### I/O nets highlighted, run 1

(2 px per µm)
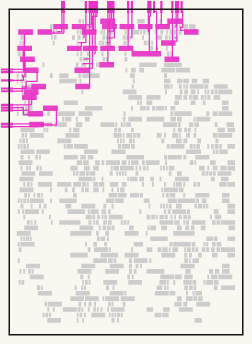
### Placement density heat map, run 1

(1.5 px per µm) The die is cut into 12 by 16 equal tiles; dark purple is low, yellow is high, 0 to 100% covered.
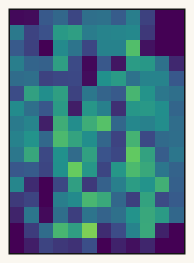
### Where the registers sit, run 1

(2 px per µm)
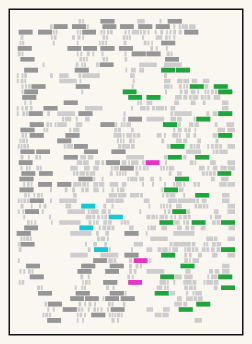
### Clock routing, run 1

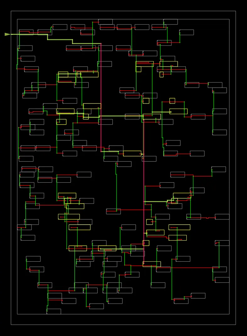
$ cat config.mk
export PLATFORM = sky130hd
export DESIGN_NAME = mem_access_arbiter
export DESIGN_NICKNAME = d
export VERILOG_FILES = /design/src/rtl/mem_access_arbiter.sv
export SDC_FILE = /design/constraint.sdc
export NUM_CORES = 1
export LEC_CHECK = 0
export CAP_MARGIN = 10
export CORE_AREA = 3 3 113 159
export CTS_CLUSTER_DIAMETER = 120
export DETAILED_ROUTE_END_ITERATION = 16
export DIE_AREA = 0 0 116 162
export DONT_BUFFER_PORTS = 1
export GPL_TIMING_DRIVEN = 0
export PLACE_DENSITY = 0.5
export SYNTH_ARGS = -nofsm -noshare
export SYNTH_HDL_FRONTEND = slang
export SYNTH_SLANG_ARGS = --single-unit
$ cat constraint.sdc
create_clock -name CLK -period 2.64 [get_ports CLK]
set_input_delay 0.66 -clock CLK [delete_from_list [all_inputs] [get_ports CLK]]
set_output_delay 0.66 -clock CLK [all_outputs]
set_load 0.02 [all_outputs]
$ cat src/rtl/mem_access_arbiter.sv
// Arbitrates instruction-fetch and data requests onto a single RAM port.
// Data requests win contention unless the fetch side has been passed over
// for four consecutive data grants. Data requests may be bursts of up to
// 16 word beats, each beat separated by a single idle gap cycle. A RAM that
// does not answer within 16 cycles is abandoned and ERR is pulsed.
module mem_access_arbiter (
  input  logic        CLK,
  input  logic        RESET,
  input  logic        IF_REQ,
  input  logic [31:0] IF_ADDR,
  output logic        IF_ACK,
  input  logic        D_REQ,
  input  logic        D_RW,
  input  logic [2:0]  D_MS,
  input  logic [31:0] D_ADDR,
  input  logic [3:0]  D_CNT,
  input  logic [31:0] D_WDATA,
  output logic        D_ACK,
  output logic        D_DONE,
  output logic [31:0] RDATA_Q,
  output logic        ERR,
  output logic        MOV,
  output logic        RW,
  output logic [2:0]  MS,
  output logic [31:0] ADDR,
  output logic [31:0] WDATA,
  input  logic        MOC,
  input  logic [31:0] RDATA
);

  typedef enum logic [1:0] {IDLE, IF_ACC, D_ACC, D_GAP} state_t;

  localparam logic [2:0] STARVE_MAX = 3'd4;
  localparam logic [3:0] TOUT_LAST  = 4'd15;
  localparam logic [2:0] FETCH_MS   = 3'b010;

  state_t      state_q, state_d;
  logic        mov_d, rw_d;
  logic [2:0]  ms_d;
  logic [31:0] addr_d, wdata_d, rdata_d;
  logic        if_ack_d, d_ack_d, d_done_d, err_d;
  logic [3:0]  beat_q, beat_d;
  logic [3:0]  cnt_q, cnt_d;
  logic [3:0]  tout_q, tout_d;
  logic [2:0]  starve_q, starve_d;

  // Next-state and next-value logic for every registered output and counter.
  always_comb begin
    state_d  = state_q;
    mov_d    = MOV;
    rw_d     = RW;
    ms_d     = MS;
    addr_d   = ADDR;
    wdata_d  = WDATA;
    rdata_d  = RDATA_Q;
    if_ack_d = 1'b0;
    d_ack_d  = 1'b0;
    d_done_d = 1'b0;
    err_d    = 1'b0;
    beat_d   = beat_q;
    cnt_d    = cnt_q;
    tout_d   = tout_q;
    starve_d = starve_q;
    case (state_q)
      IDLE: begin
        if (D_REQ && !(IF_REQ && starve_q == STARVE_MAX)) begin
          state_d = D_ACC;
          mov_d   = 1'b1;
          rw_d    = D_RW;
          ms_d    = D_MS;
          addr_d  = D_ADDR;
          wdata_d = D_WDATA;
          beat_d  = '0;
          cnt_d   = D_CNT;
          tout_d  = '0;
          // Count only grants that made a pending fetch wait; saturates.
          if (IF_REQ && starve_q != STARVE_MAX)
            starve_d = starve_q + 3'd1;
        end else if (IF_REQ) begin
          state_d  = IF_ACC;
          mov_d    = 1'b1;
          rw_d     = 1'b1;
          ms_d     = FETCH_MS;
          addr_d   = IF_ADDR;
          tout_d   = '0;
          starve_d = '0;
        end
      end
      IF_ACC, D_ACC: begin
        if (MOC) begin
          mov_d  = 1'b0;
          tout_d = '0;
          if (RW)
            rdata_d = RDATA;
          if (state_q == IF_ACC) begin
            if_ack_d = 1'b1;
            state_d  = IDLE;
          end else begin
            d_ack_d = 1'b1;
            if (beat_q == cnt_q) begin
              d_done_d = 1'b1;
              state_d  = IDLE;
            end else begin
              beat_d  = beat_q + 4'd1;
              state_d = D_GAP;
            end
          end
        end else if (tout_q == TOUT_LAST) begin
          mov_d   = 1'b0;
          err_d   = 1'b1;
          tout_d  = '0;
          state_d = IDLE;
        end else begin
          tout_d = tout_q + 4'd1;
        end
      end
      D_GAP: begin
        // Next beat address is the previous one plus a word, wrapping at 2^32.
        state_d = D_ACC;
        mov_d   = 1'b1;
        addr_d  = ADDR + 32'd4;
        wdata_d = D_WDATA;
      end
      default: state_d = IDLE;
    endcase
  end

  // State and output registers with synchronous reset.
  always_ff @(posedge CLK) begin
    if (RESET) begin
      state_q  <= IDLE;
      MOV      <= 1'b0;
      RW       <= 1'b0;
      MS       <= '0;
      ADDR     <= '0;
      WDATA    <= '0;
      RDATA_Q  <= '0;
      IF_ACK   <= 1'b0;
      D_ACK    <= 1'b0;
      D_DONE   <= 1'b0;
      ERR      <= 1'b0;
      beat_q   <= '0;
      cnt_q    <= '0;
      tout_q   <= '0;
      starve_q <= '0;
    end else begin
      state_q  <= state_d;
      MOV      <= mov_d;
      RW       <= rw_d;
      MS       <= ms_d;
      ADDR     <= addr_d;
      WDATA    <= wdata_d;
      RDATA_Q  <= rdata_d;
      IF_ACK   <= if_ack_d;
      D_ACK    <= d_ack_d;
      D_DONE   <= d_done_d;
      ERR      <= err_d;
      beat_q   <= beat_d;
      cnt_q    <= cnt_d;
      tout_q   <= tout_d;
      starve_q <= starve_d;
    end
  end

endmodule

==> deck_impl_summary.md, run 1 <==
Key Metrics from the Run

Status
  – Outcome: finished clean

Worst setup path
  – Flop2flop setup slack: 0.17 ns
  – CP endpoint: ADDR[20]
  – Buf+Inv Stages, Crit Path: 0
  – Worst R2R Path Depth: 6
  – Startpoint Class: register
  – Crit. Startpoint: ADDR[2]
  – CP Depth: 6
  – Critical path, cell by cell: ha_1 -> nand3_2 -> nor4_4 -> nand2_2 -> or4_1 -> a31oi_1
  – Max stage delay cell, worst path: dfxtp_1
  – RR Startpoint: ADDR[2]
  – CP max FO: 8
  – Worst path top cell family by delay: simple AND/OR/NAND/NOR gates
  – Req. time, crit path: 2.98 ns
  – Worst EP arrival: 2.81 ns
  – CP endpoint kind: register
  – CP max stage delay: 0.61 ns

Pwr
  – Static Leak: 0.00244 µW
  – Clock power share: 31.5%
  – Switching part of the total power: 41.1%
  – Psw: 3190 µW
  – Reg power frac: 40.4%
  – P_clk: 2450 µW
  – Top pwr grp: registers
  – Comb pwr share: 28.0%
  – Pint: 4570 µW
  – Peak supply drop: 0.000389 V
  – P_comb: 2170 µW
  – Pwr dens: 1160 mW/mm²
  – Seq power: 3130 µW

Finish
  – Combined area of the multi-input logic cells: 0.00308 mm²
  – Area added between synthesis and finish: 15.2%
  – Clock network share of area: 9.26%
  – Nonclk buf count: 50
  – Layout cells sized above 1: 11.4%
  – FF/Latch Area: 0.00244 mm²
  – Dominant class by area: multi-input combinational cells
  – Logic share of the area: 46.0%
  – Non-clock buffer share: 3.72%
  – Most numerous logic cells after layout: nand2_1 (159), dfxtp_1 (122), a21oi_1 (95)
  – Inverter count: 13
  – N_diodes: 0
  – Fillers: 1720
  – Register fraction of the total cell area: 36.5%

GRT
  – Gr usage total: 19.8%
  – Vias in the first global route: 5299
  – Largest net degree at the start of global routing: 17
  – GR peak layer: met2
  – Grt ovf: 0
  – Initial antenna violation count: 0
  – Met3 Use GR: 6.97%
  – GRT met1 Usage: 20.9%
  – Grt met2 use: 34.3%

Routing
  – Met3 routed WL: 1580 µm
  – Via count: 5380
  – # DRC: 0
  – Via-per-instance ratio: 5.66
  – Starting DRT DRC Count: 350
  – Met1 wire length: 6970 µm
  – DR WL met2: 9680 µm
  – Routed len/inst: 20.0 µm
  – Final WL: 19000 µm

Synthesis
  – Yosys warns: 0
  – Syn Area/Cell: 8.11 µm²
  – Number of enable flip-flop cells: 0
  – Mux area share: 8.21%
  – Post-synth seq share: 42.1%
  – Area reported by Yosys stat: 0.00581 mm²
  – XOR/XNOR Area Share: 0.754%
  – Synth Area in Simple Gates: 22.9%
  – Adder Share, Synth: 2.15%
  – Cell Area, Synth: 0.00581 mm²
  – Top FF cell, synth: dfxtp_1
  – Syn Inst Count: 716
  – Syn nets: 867
  – Yosys cell count: 716
  – Flops out of synthesis: 122
  – Netlist cell types: 64
  – FFs w/ async S/R, synth: 0%

Floorplanning
  – Die Span X: 116 µm
  – Die H: 162 µm
  – Rows: 56
  – Die ar.: 0.0188 mm²
  – TAP cells: 203

Hold path
  – Min-delay worst type: input port to register
  – Hold path start: RDATA[16]
  – Worst Hold End: RDATA_Q[16]

STA
  – Fin crit share: 93.6%
  – Normalized max-slew margin: 52.9%
  – Max Clock Freq: 405 MHz
  – Worst hold slack: 0.381 ns
  – Final slew viol count: 0
  – Endpoints failing hold: 0
  – Setup TNS: 0 ns
  – RSZ-0062 raised after global routing: no
  – Worst Tran Pin Value: 0.703 ns
  – Final setup viols: 0
  – Period minus WS final: 2.47 ns

CTS
  – # resized after CTS: 0
  – Post-CTS Hold Buffers: 0
  – Cts bufs inserted: 17
  – CTS tree: yes
  – Post-CTS setup buffer count: 0
  – H-tree Lvls: 4
  – Root Buffer: clkbuf_16
  – Late-Pin Clk Latency: 0.41 ns

Placed design
  – Post-DP HPWL: 14400 µm

Job
  – OpenROAD warning count: 31
-- 'I/O nets highlighted' (at the start) --
port	colour	bits	direction	edge	end cells	buffers	wire
WDATA	magenta	32	output	22 top, 10 left	32	0	682 µm
PortBufs: 0
IO Pins: 246

-- 'Placement density heat map' (at the start) --
tiles over 75% full	1.6%
emptiest ninth of the die	lower left
mean over tiles	34%
nearly empty tiles	7.8%
fullest tile	80%
Post-Route Utilization: 40.1%
Core ar.: 0.0167 mm²
Core Density at Floorplan: 34.8%

-- 'Where the registers sit' (at the start) --
netlist name	colour	flops
ADDR	green	32
tout_q	cyan	4
MS	magenta	3

-- 'Clock routing' (at the start) --
num sequential: 122
clkbuf count: 19
CTS sink count: 122
skew final: 0.00867 ns

run 1: through the flow:
stage               utilization (%)  cells  cell area [µm²]  power, µW  worst slack [ns]
global route                   40.1    951             6690       8230           0.00192
detailed placement             36.4    919             6060       5340             0.125
finish                         40.1    951             6690       7750             0.170
CTS                            40.1    951             6680       7820             0.122
floorplan                         -    716             5810       4650             0.568
global placement               36.4    919             6060       5280             0.148
run 1: synthesized netlist by cell type (2+ instances only):
cell	instances	area, µm²
nand2_1	159	597
dfxtp_1	122	2440
a21oi_1	95	475
nor2_1	45	169
clkbuf_1	31	116
mux2i_1	24	240
mux2_2	20	225
nand3_1	18	90.1
nor3_1	17	85.1
o21ai_0	15	75.1
inv_1	13	48.8
nand4_1	12	75.1
a22oi_1	11	82.6
ha_1	10	125
o22ai_1	10	62.6
a211oi_1	9	67.6
buf_2	9	45.0
and3_1	6	37.5
o32ai_1	6	52.6
a221oi_1	5	43.8
xor2_1	5	43.8
nand2b_1	4	25.0
or2_2	4	25.0
or4_1	4	30.0
a31oi_1	3	18.8
buf_4	3	22.5
clkbuf_8	3	41.3
o21a_1	3	22.5
o22a_1	3	26.3
or3_1	3	18.8
a2111oi_0	2	17.5
a22o_1	2	17.5
and2_1	2	12.5
buf_1	2	7.51
nor2b_1	2	12.5
nor3b_1	2	15.0
nor4_2	2	25.0
o21ai_1	2	10.0
o221ai_1	2	17.5
o41ai_1	2	17.5
run 1: flip-flops by register name, summed over array words and instances (netlist names):
signal,flops
ADDR,32
D_ACK,1
D_DONE,1
ERR,1
IF_ACK,1
MOV,1
MS,3
RDATA_Q,32
RW,1
WDATA,32
beat_q,4
cnt_q,4
starve_q,3
state_q,2
tout_q,4
==> run 2, diff against run 1 <==
--- a/config.mk
+++ b/config.mk
@@ -12,6 +12,7 @@
 export DIE_AREA = 0 0 116 162
 export DONT_BUFFER_PORTS = 1
 export GPL_TIMING_DRIVEN = 0
+export MAX_ROUTING_LAYER = met4
 export PLACE_DENSITY = 0.5
 export SYNTH_ARGS = -nofsm -noshare
 export SYNTH_HDL_FRONTEND = slang
### Placement density heat map, run 2

(1.5 px per µm) The die is cut into 12 by 16 equal tiles; dark purple is low, yellow is high, 0 to 100% covered.
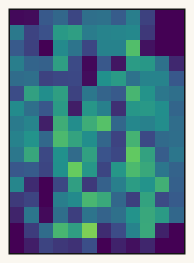
tiles over 75% full	1.6%
fullest tile	80%
emptiest ninth of the die	lower left
mean over tiles	34%

### Where the registers sit, run 2

(2 px per µm)
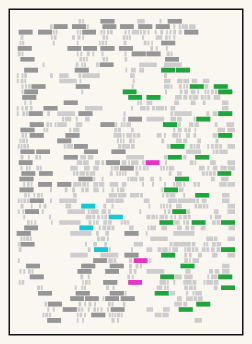
netlist name	colour	flops
MS	magenta	3
tout_q	cyan	4
ADDR	green	32
not coloured	83

### Gate-type map, run 2

(3 px per µm)
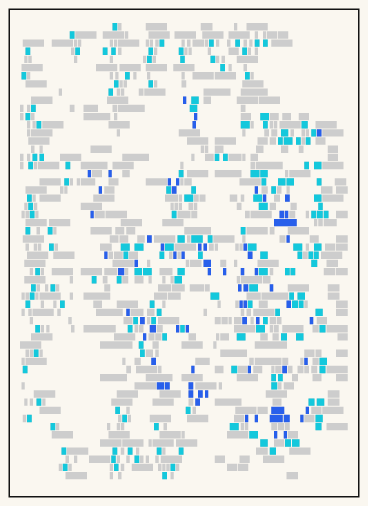
family	colour	cells
aoi and oai cells	cyan	167
nor cells	blue	70

==> deck_impl_summary.md, run 2 <==
Key Metrics from the Run

Finish
  – Clkbuf count: 19 (unchanged)
  – Fillers: 1720 (unchanged)
  – Non-clock buffer share: 3.72% (unchanged)
  – Largest registers: ADDR x32, RDATA_Q x32, WDATA x32 (unchanged)
  – Logic share of the area: 46.0% (unchanged)
  – Register fraction of the total cell area: 36.5% (unchanged)
  – Layout cells sized above 1: 11.4% (unchanged)
  – Num sequential: 122 (unchanged)
  – N_diodes: 0 (unchanged)
  – Nets: 886 (unchanged)
  – Post-route insts no fill: 951 (unchanged)
  – Dominant class by area: multi-input combinational cells (unchanged)
  – Most numerous logic cell after layout: nand2_1 (unchanged)
  – Most numerous logic cells after layout: nand2_1 (159), dfxtp_1 (122), a21oi_1 (95) (unchanged)
  – Combined area of the multi-input logic cells: 0.00308 mm² (unchanged)
  – Inverter count: 13 (unchanged)
  – Area added between synthesis and finish: 15.2% (unchanged)
  – Fin area: 0.00669 mm² (unchanged)
  – Nonclk buf count: 50 (unchanged)
  – Clock network share of area: 9.26% (unchanged)
  – FF/Latch Area: 0.00244 mm² (unchanged)
  – Comb gates: 531 (unchanged)

Floorplanning
  – TAP cells: 203 (unchanged)
  – Core Density at Floorplan: 34.8% (unchanged)
  – Rows: 56 (unchanged)
  – Die ar.: 0.0188 mm² (unchanged)
  – Die Span X: 116 µm (unchanged)
  – IO Pins: 246 (unchanged)
  – Die H: 162 µm (unchanged)
  – Core ar.: 0.0167 mm² (unchanged)

STA
  – Final slew viol count: 0 (unchanged)
  – Max Clock Freq: 405 MHz (about the same)
  – Period minus WS final: 2.47 ns (about the same)
  – Worst Tran Pin Value: 0.709 ns (was 0.703 ns)
  – Setup TNS: 0 ns (unchanged)
  – Fin crit share: 93.5% (was 93.6%)
  – Normalized max-slew margin: 52.6% (was 52.9%)
  – Skew final: 0.00837 ns (was 0.00867 ns)
  – Final setup viols: 0 (unchanged)
  – Endpoints failing hold: 0 (unchanged)
  – RSZ-0062 raised after global routing: no (unchanged)

Synthesis
  – Mux area share: 8.21% (unchanged)
  – Cell Area, Synth: 0.00581 mm² (unchanged)
  – Ao+oa area frac: 18.8% (unchanged)
  – XOR/XNOR Area Share: 0.754% (unchanged)
  – Netlist cell types: 64 (unchanged)
  – FFs w/ async S/R, synth: 0% (unchanged)
  – Yosys top cell by instances: nand2_1 (unchanged)
  – Top comb family, area: simple AND/OR/NAND/NOR gates (unchanged)
  – Flops out of synthesis: 122 (unchanged)
  – Synth area leader: dfxtp_1 (unchanged)
  – Number of enable flip-flop cells: 0 (unchanged)
  – Syn Area/Cell: 8.11 µm² (unchanged)
  – Syn Inst Count: 716 (unchanged)
  – Top-area cell share: 42.1% (unchanged)
  – Synth Area in Simple Gates: 22.9% (unchanged)
  – Yosys warns: 0 (unchanged)
  – Top FF cell, synth: dfxtp_1 (unchanged)
  – Post-synth seq share: 42.1% (unchanged)
  – Yosys cell count: 716 (unchanged)
  – Syn nets: 867 (unchanged)
  – Top cells, area: dfxtp_1 (42%), nand2_1 (10%), a21oi_1 (8.2%), mux2i_1 (4.1%), mux2_2 (3.9%) (unchanged)
  – Area reported by Yosys stat: 0.00581 mm² (unchanged)
  – Adder Share, Synth: 2.15% (unchanged)
  – Synth top cells by count: nand2_1 (159), dfxtp_1 (122), a21oi_1 (95) (unchanged)

Worst setup path
  – CP max FO: 8 (unchanged)
  – Flop2flop setup slack: 0.17 ns (about the same)
  – RR Startpoint: ADDR[2] (unchanged)
  – Worst EP arrival: 2.81 ns (about the same)
  – CP endpoint kind: register (unchanged)
  – R2r endpoint: ADDR[20] (unchanged)
  – Worst R2R Path Depth: 6 (unchanged)
  – Req. time, crit path: 2.98 ns (about the same)
  – Setup CP Type: register to register (unchanged)
  – Startpoint Class: register (unchanged)

CTS
  – Post-CTS setup buffer count: 0 (unchanged)
  – H-tree Lvls: 4 (unchanged)
  – Longest Clk Path Bufs: 2 (unchanged)
  – Cts bufs inserted: 17 (unchanged)
  – Late-Pin Clk Latency: 0.41 ns (about the same)
  – CTS sink count: 122 (unchanged)
  – Clock-pin slew on the worst setup and hold paths: 0.06 ns (about the same)
  – Post-CTS Hold Buffers: 0 (unchanged)
  – # resized after CTS: 0 (unchanged)
  – CTS tree: yes (unchanged)
  – Root Buffer: clkbuf_16 (unchanged)

Pwr
  – Peak supply drop: 0.000390 V (was 0.000389 V)
  – Pwr dens: 1160 mW/mm² (about the same)
  – Static Leak: 0.00244 µW (unchanged)

Status
  – Outcome: finished clean (unchanged)

Routing
  – DR pass1 iterations: 5 (unchanged)
  – Routed len/inst: 19.9 µm (was 20.0 µm)
  – Starting DRT DRC Count: 378 (was 350)
  – Via-per-instance ratio: 5.63 (was 5.66)
  – # DRC: 0 (unchanged)
  – Final WL: 19000 µm (about the same)
  – Via count: 5353 (was 5380)
  – Antenna Nets Post-Route: 0 (unchanged)

Job
  – Max cap viols: 0 (unchanged)
  – OpenROAD warning count: 31 (unchanged)

Placed design
  – PortBufs: 0 (unchanged)
  – GP Congestion: 0.852 (was 0.839)
  – DP Cell Count: 919 (unchanged)
  – Post-DP HPWL: 14400 µm (unchanged)
  – Cell Area, Placed: 0.00606 mm² (unchanged)

GRT
  – Initial antenna violation count: 0 (unchanged)
  – Vias in the first global route: 5300 (was 5299)
  – First-pass GRT wire length: 28700 µm (about the same)
  – Largest net degree at the start of global routing: 17 (unchanged)
  – Gr usage total: 20.3% (was 19.8%)
  – Grt ovf: 0 (unchanged)

Hold path
  – Hold path cells: 2 (unchanged)
  – Min-delay worst type: input port to register (unchanged)
  – Hold path start: RDATA[16] (unchanged)
  – Worst Hold End: RDATA_Q[16] (unchanged)
-- run 2: cell counts after synthesis --
No cell type changed its count.
-- run 2: worst max-delay path: stages (launching register included) --
cell,delay [ns]
dfxtp_1,0.61
ha_1,0.32
nand3_2,0.18
nor4_4,0.61
nand2_2,0.10
or4_1,0.42
a31oi_1,0.16
-- run 2: report_power, final --
part           switching (µW)  internal [µW]
clock network             903           1540
logic                    1390            784
registers                 895           2240
-- run 2: worst max-delay path by stage --
stage                from        to  slack, ns
6_report          ADDR[2]  ADDR[20]       0.17
3_5_place_dp        D_REQ  ADDR[29]       0.13
4_1_cts        state_q[0]  WDATA[3]       0.12
2_1_floorplan       D_REQ  ADDR[27]       0.57
3_3_place_gp        D_REQ  ADDR[31]       0.15
5_1_grt        state_q[0]  ADDR[29]      0.002
-- run 2: stage by stage --
stage | hold WS [ns] | util [%] | setup WS (ns) | power (µW)
after floorplan | 0.441 | - | 0.568 | 4650
after global placement | 0.461 | 36.4 | 0.148 | 5280
final | 0.382 | 40.1 | 0.172 | 7760
after global routing | 0.366 | 40.1 | 0.00192 | 8230
after detailed placement | 0.470 | 36.4 | 0.125 | 5340
after CTS | 0.357 | 40.1 | 0.122 | 7820
-- run 2: metal layers --
| metal | up-vias | GRT usage, % | wire length [µm] |
|---|---|---|---|
| li1 | 2571 | - | - |
| met1 | 2504 | 21.2 | 6950 |
| met2 | 240 | 34.3 | 9750 |
| met3 | 38 | 6.30 | 1580 |
| met4 | 0 | 9.97 | 695 |
| met5 | - | - | 0 |
Power is estimated from default activity; no workload was simulated.
